met4.png
Drawn at 8 px/um. Supply wires on this layer in gray.
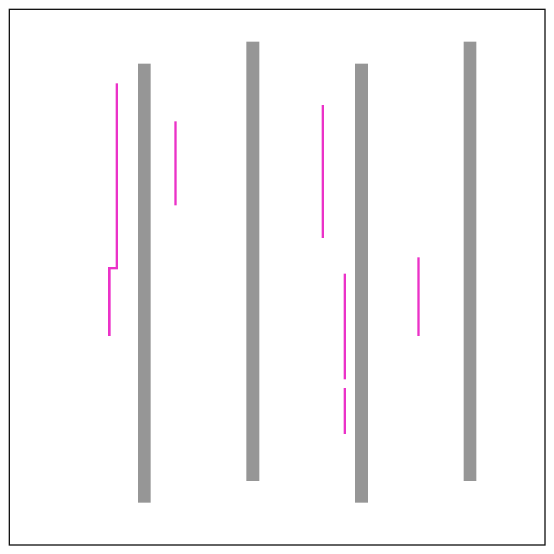
metal_stack.png
Drawn at 8 px/um. Two of the layers only.
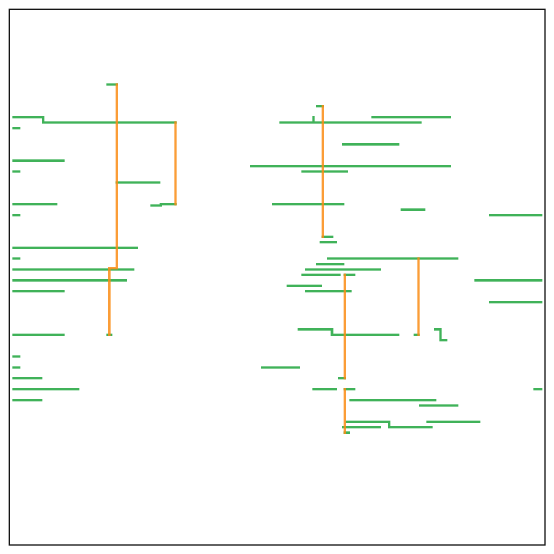
final_congestion.png
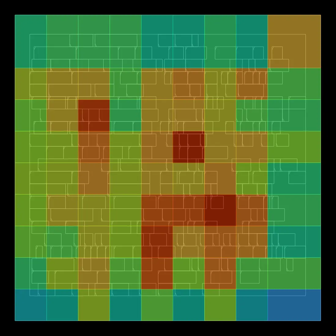
==> config.mk <==
export PLATFORM = sky130hd
export DESIGN_NAME = logic_fold_unit_flat
export DESIGN_NICKNAME = d
export VERILOG_FILES = /design/src/rtl/logic_fold_unit_if.sv /design/src/rtl/logic_fold_unit.sv /design/src/flat_wrapper.sv
export SDC_FILE = /design/constraint.sdc
export NUM_CORES = 1
export LEC_CHECK = 0
export CORE_MARGIN = 3
export CORE_UTILIZATION = 52
export CTS_CLUSTER_SIZE = 8
export DETAILED_ROUTE_END_ITERATION = 6
export GPL_TIMING_DRIVEN = 0
export HOLD_SLACK_MARGIN = 0.15
export PLACE_DENSITY = 0.76
export SLEW_MARGIN = 20
export SYNTH_ARGS = -nofsm -noshare
export SYNTH_HDL_FRONTEND = slang
export SYNTH_SLANG_ARGS = --single-unit
==> constraint.sdc <==
create_clock -name i_clk -period 2.8 [get_ports i_clk]
set_clock_uncertainty 0.1 [all_clocks]
set_input_delay 0.56 -clock i_clk [delete_from_list [all_inputs] [get_ports i_clk]]
set_output_delay 0.56 -clock i_clk [all_outputs]
set_load 0.01 [all_outputs]
==> src/rtl/logic_fold_unit_if.sv <==
// Stream bundle for logic_fold_unit.
// Upstream beat:   i_valid/o_ready handshake, with i_op, i_fold, i_last,
//                  i_a and i_b.
// Downstream:      o_valid/i_ready handshake, with o_c (result),
//                  o_zero (o_c == 0) and o_busy (a fold sequence is open).
// The slave modport is the unit itself. The master modport is the producer
// and consumer side that drives the unit.
interface logic_fold_unit_if #(
  parameter int WIDTH = 8
);
  logic             i_valid;
  logic             o_ready;
  logic [2:0]       i_op;
  logic             i_fold;
  logic             i_last;
  logic [WIDTH-1:0] i_a;
  logic [WIDTH-1:0] i_b;
  logic             o_valid;
  logic             i_ready;
  logic [WIDTH-1:0] o_c;
  logic             o_zero;
  logic             o_busy;

  modport slave (
    input  i_valid, i_op, i_fold, i_last, i_a, i_b, i_ready,
    output o_ready, o_valid, o_c, o_zero, o_busy
  );

  modport master (
    output i_valid, i_op, i_fold, i_last, i_a, i_b, i_ready,
    input  o_ready, o_valid, o_c, o_zero, o_busy
  );
endinterface

==> src/rtl/logic_fold_unit.sv <==
// logic_fold_unit: registered bitwise logic engine with optional fold mode.
// Each accepted beat evaluates one of 8 bitwise ops over WIDTH bits.
// A fold sequence chains the op latched on its first beat across the
// following beats. The chained result is emitted on the last beat.
// Ports:
//   i_clk    rising-edge clock
//   i_rst_n  asynchronous active-low reset
//   bus      logic_fold_unit_if.slave, which carries the input and output
//            handshakes, the operands, o_c/o_zero and o_busy
module logic_fold_unit #(
  parameter int WIDTH   = 8,
  parameter bit FOLD_EN = 1'b1
) (
  input logic                i_clk,
  input logic                i_rst_n,
  logic_fold_unit_if.slave   bus
);

  typedef enum logic {S_IDLE, S_FOLD} state_t;

  state_t           r_state;
  state_t           w_state_nxt;
  logic [WIDTH-1:0] r_acc;
  logic [2:0]       r_op;
  logic [WIDTH-1:0] r_c_p1;
  logic             r_zero_p1;
  logic             r_vld_p1;

  logic             w_fold;
  logic             w_ready;
  logic             w_accept;
  logic [2:0]       w_op_sel;
  logic [WIDTH-1:0] w_x;
  logic [WIDTH-1:0] w_res_p0;
  logic             w_load_out;
  logic             w_load_acc;
  logic             w_latch_op;

  // Ops 6 and 7 act on X alone. In fold mode X is the accumulator.
  function automatic logic [WIDTH-1:0] f_logic_op(
    input logic [2:0]       op,
    input logic [WIDTH-1:0] x,
    input logic [WIDTH-1:0] y
  );
    logic [WIDTH-1:0] r;
    case (op)
      3'd0:    r = x & y;
      3'd1:    r = x | y;
      3'd2:    r = ~(x | y);
      3'd3:    r = x ^ y;
      3'd4:    r = ~(x & y);
      3'd5:    r = ~(x ^ y);
      3'd6:    r = ~x;
      default: r = x;
    endcase
    return r;
  endfunction

  assign w_fold   = FOLD_EN ? bus.i_fold : 1'b0;
  assign w_ready  = !r_vld_p1 || bus.i_ready;
  assign w_accept = bus.i_valid && w_ready;

  // Stage p0: select the operands and evaluate the op.
  assign w_op_sel = (r_state == S_FOLD) ? r_op  : bus.i_op;
  assign w_x      = (r_state == S_FOLD) ? r_acc : bus.i_a;
  assign w_res_p0 = f_logic_op(w_op_sel, w_x, bus.i_b);

  always_ff @(posedge i_clk or negedge i_rst_n) begin
    if (!i_rst_n) begin
      r_state <= S_IDLE;
    end else begin
      r_state <= w_state_nxt;
    end
  end

  always_comb begin
    w_state_nxt = r_state;
    w_load_out  = 1'b0;
    w_load_acc  = 1'b0;
    w_latch_op  = 1'b0;
    case (r_state)
      S_IDLE: begin
        if (w_accept) begin
          if (w_fold && !bus.i_last) begin
            w_state_nxt = S_FOLD;
            w_load_acc  = 1'b1;
            w_latch_op  = 1'b1;
          end else begin
            w_load_out  = 1'b1;
          end
        end
      end
      default: begin
        if (w_accept) begin
          if (bus.i_last) begin
            w_state_nxt = S_IDLE;
            w_load_out  = 1'b1;
          end else begin
            w_load_acc  = 1'b1;
          end
        end
      end
    endcase
  end

  always_ff @(posedge i_clk or negedge i_rst_n) begin
    if (!i_rst_n) begin
      r_acc <= '0;
      r_op  <= 3'd0;
    end else begin
      if (w_load_acc) r_acc <= w_res_p0;
      if (w_latch_op) r_op  <= bus.i_op;
    end
  end

  // Stage p1: output register. A new result loads over a consumed one
  // without a bubble.
  always_ff @(posedge i_clk or negedge i_rst_n) begin
    if (!i_rst_n) begin
      r_c_p1    <= '0;
      r_zero_p1 <= 1'b0;
      r_vld_p1  <= 1'b0;
    end else if (w_load_out) begin
      r_c_p1    <= w_res_p0;
      r_zero_p1 <= (w_res_p0 == '0);
      r_vld_p1  <= 1'b1;
    end else if (bus.i_ready) begin
      r_vld_p1  <= 1'b0;
    end
  end

  assign bus.o_ready = w_ready;
  assign bus.o_valid = r_vld_p1;
  assign bus.o_c     = r_c_p1;
  assign bus.o_zero  = r_zero_p1;
  assign bus.o_busy  = (r_state == S_FOLD);

endmodule
==> src/flat_wrapper.sv <==
// flat-port wrapper written by rule: the top's interface ports become plain ports
module logic_fold_unit_flat 
#(
  parameter int WIDTH   = 8,
  parameter bit FOLD_EN = 1'b1
)
  (i_clk, i_rst_n, bus_i_valid, bus_i_op, bus_i_fold, bus_i_last, bus_i_a, bus_i_b, bus_i_ready, bus_o_ready, bus_o_valid, bus_o_c, bus_o_zero, bus_o_busy);
  logic_fold_unit_if #(.WIDTH(WIDTH)) bus_i ();
  input logic i_clk;
  input logic i_rst_n;
  input wire logic [$bits(bus_i.i_valid)-1:0] bus_i_valid;
  input wire logic [$bits(bus_i.i_op)-1:0] bus_i_op;
  input wire logic [$bits(bus_i.i_fold)-1:0] bus_i_fold;
  input wire logic [$bits(bus_i.i_last)-1:0] bus_i_last;
  input wire logic [$bits(bus_i.i_a)-1:0] bus_i_a;
  input wire logic [$bits(bus_i.i_b)-1:0] bus_i_b;
  input wire logic [$bits(bus_i.i_ready)-1:0] bus_i_ready;
  output wire logic [$bits(bus_i.o_ready)-1:0] bus_o_ready;
  output wire logic [$bits(bus_i.o_valid)-1:0] bus_o_valid;
  output wire logic [$bits(bus_i.o_c)-1:0] bus_o_c;
  output wire logic [$bits(bus_i.o_zero)-1:0] bus_o_zero;
  output wire logic [$bits(bus_i.o_busy)-1:0] bus_o_busy;
  assign bus_i.i_valid = bus_i_valid;
  assign bus_i.i_op = bus_i_op;
  assign bus_i.i_fold = bus_i_fold;
  assign bus_i.i_last = bus_i_last;
  assign bus_i.i_a = bus_i_a;
  assign bus_i.i_b = bus_i_b;
  assign bus_i.i_ready = bus_i_ready;
  assign bus_o_ready = bus_i.o_ready;
  assign bus_o_valid = bus_i.o_valid;
  assign bus_o_c = bus_i.o_c;
  assign bus_o_zero = bus_i.o_zero;
  assign bus_o_busy = bus_i.o_busy;
  logic_fold_unit #(.WIDTH(WIDTH), .FOLD_EN(FOLD_EN)) u_core (.i_clk(i_clk), .i_rst_n(i_rst_n), .bus(bus_i));
endmodule
==> metrics.yaml <==
floorplanning:
  die-area_mm2: 0.00446
  well_tap_count: 46
  placementRows: 21
  die_width_um: 66.8
  initCoreUtil: 0.558
  boundaryPins: 37
hold_path:
  endpoint_of_the_worst_hold_path: "u_core.bus.o_zero$_DFFE_PN0P_"
  hold_start: "u_core.bus.o_zero$_DFFE_PN0P_"
  hold_depth: 1
global_routing:
  grt_util_all_layers: 0.219
  grt_overflow_total: 0
  antenna_found_initial: 0
layout:
  drive_above_1_share: 0.172
  antenna_cells: 0
  seq_cell_count: 22
  nNonClkInverters: 19
  clkCellAreaFrac: 0.0172
  nFillCells: 263
  comb_area_frac: 0.518
  clock_buffer_count: 3
setup_path:
  worst-setup-path-type: "input port to register"
  crit_top_cell: "nor4_1"
  reg2reg_to: "u_core.bus.o_zero$_DFFE_PN0P_"
  worstReg2RegStart: "u_core.bus.o_busy$_DFF_PN0_"
  path_delay_family: "AND-OR/OR-AND gates"
  worst_setup_path_end_kind: "register"
  critical_path_arrival_ns: 2.75
  critical_path.cell_chain: "clkdlybuf4s50_1 > mux2i_1 > inv_1 > ha_1 > nor4_1 > a211oi_1 > a21oi_1 > nor4_1 > a32o_2"
yosys:
  share_of_flip_flops_with_an_asynchronous_set_or_reset: 1.00
  ys_cells: 199
  mux_area_frac: 0.240
  yosys-dominant-comb-family: "multiplexers"
  synth_top_cell_by_area: "dfrtp_1"
  yosys-top-cells-area: "dfrtp_1 29%, ha_1 10%, mux2_2 10%"
  ys_seq_frac: 0.287
power_and_ir_drop:
  power_leakage_nw: 1.07
  clock_power_share: 0.098
  power_clock_uw: 186
  internal-power_mw: 1.11
  power_dissipated_in_sequential_cells_uw: 542
sta:
  max_freq_mhz: 370
  hold_ws_ns: 0.404
drt:
  met2WireLength_um: 2380
  antenna_violating_nets_post_route: 0
  drc_errors: 0
  drt-vias-per-instance: 6.07
placed_design:
  pre_cts_ws_ns: -0.180
clocking:
  numCtsBuffers: 3
  clock_tree.htree_level_count: 1
status:
  status: "finished clean"
## Picture notes: met4.png
nets with wire on the layer: 5
wire length on this layer: 86.6 um
longest straight run: 23.0 um
share of all routed wire: 1.8%
main direction: vertical

## Picture notes: metal_stack.png
legend:
  orange:
    layer: met4
    wire_length: 86.6 um
  green:
    layer: met3
    wire_length: 327 um

## Picture notes: final_congestion.png
share of the core filled with cells: 0.698
fraction of met2 tracks used by global routing: 0.384
wire per inst: 17.0 um
global routing's busiest layer: met2

[worst max path at each step]
stage | start | to | slack, ns | cells after the start
6_report | bus_i_a[1] | u_core.bus.o_zero$_DFFE_PN0P_ | 0.10 | 9
5_1_grt | u_core.bus.o_busy$_DFF_PN0_ | u_core.bus.o_zero$_DFFE_PN0P_ | -0.06 | 9
4_1_cts | bus_i_a[5] | u_core.bus.o_zero$_DFFE_PN0P_ | 0.08 | 10
3_5_place_dp | bus_i_a[5] | u_core.bus.o_zero$_DFFE_PN0P_ | -0.18 | 10
3_3_place_gp | bus_i_a[5] | u_core.bus.o_zero$_DFFE_PN0P_ | -0.15 | 10
2_1_floorplan | u_core.bus.o_busy$_DFF_PN0_ | u_core.bus.o_zero$_DFFE_PN0P_ | 0.40 | 9
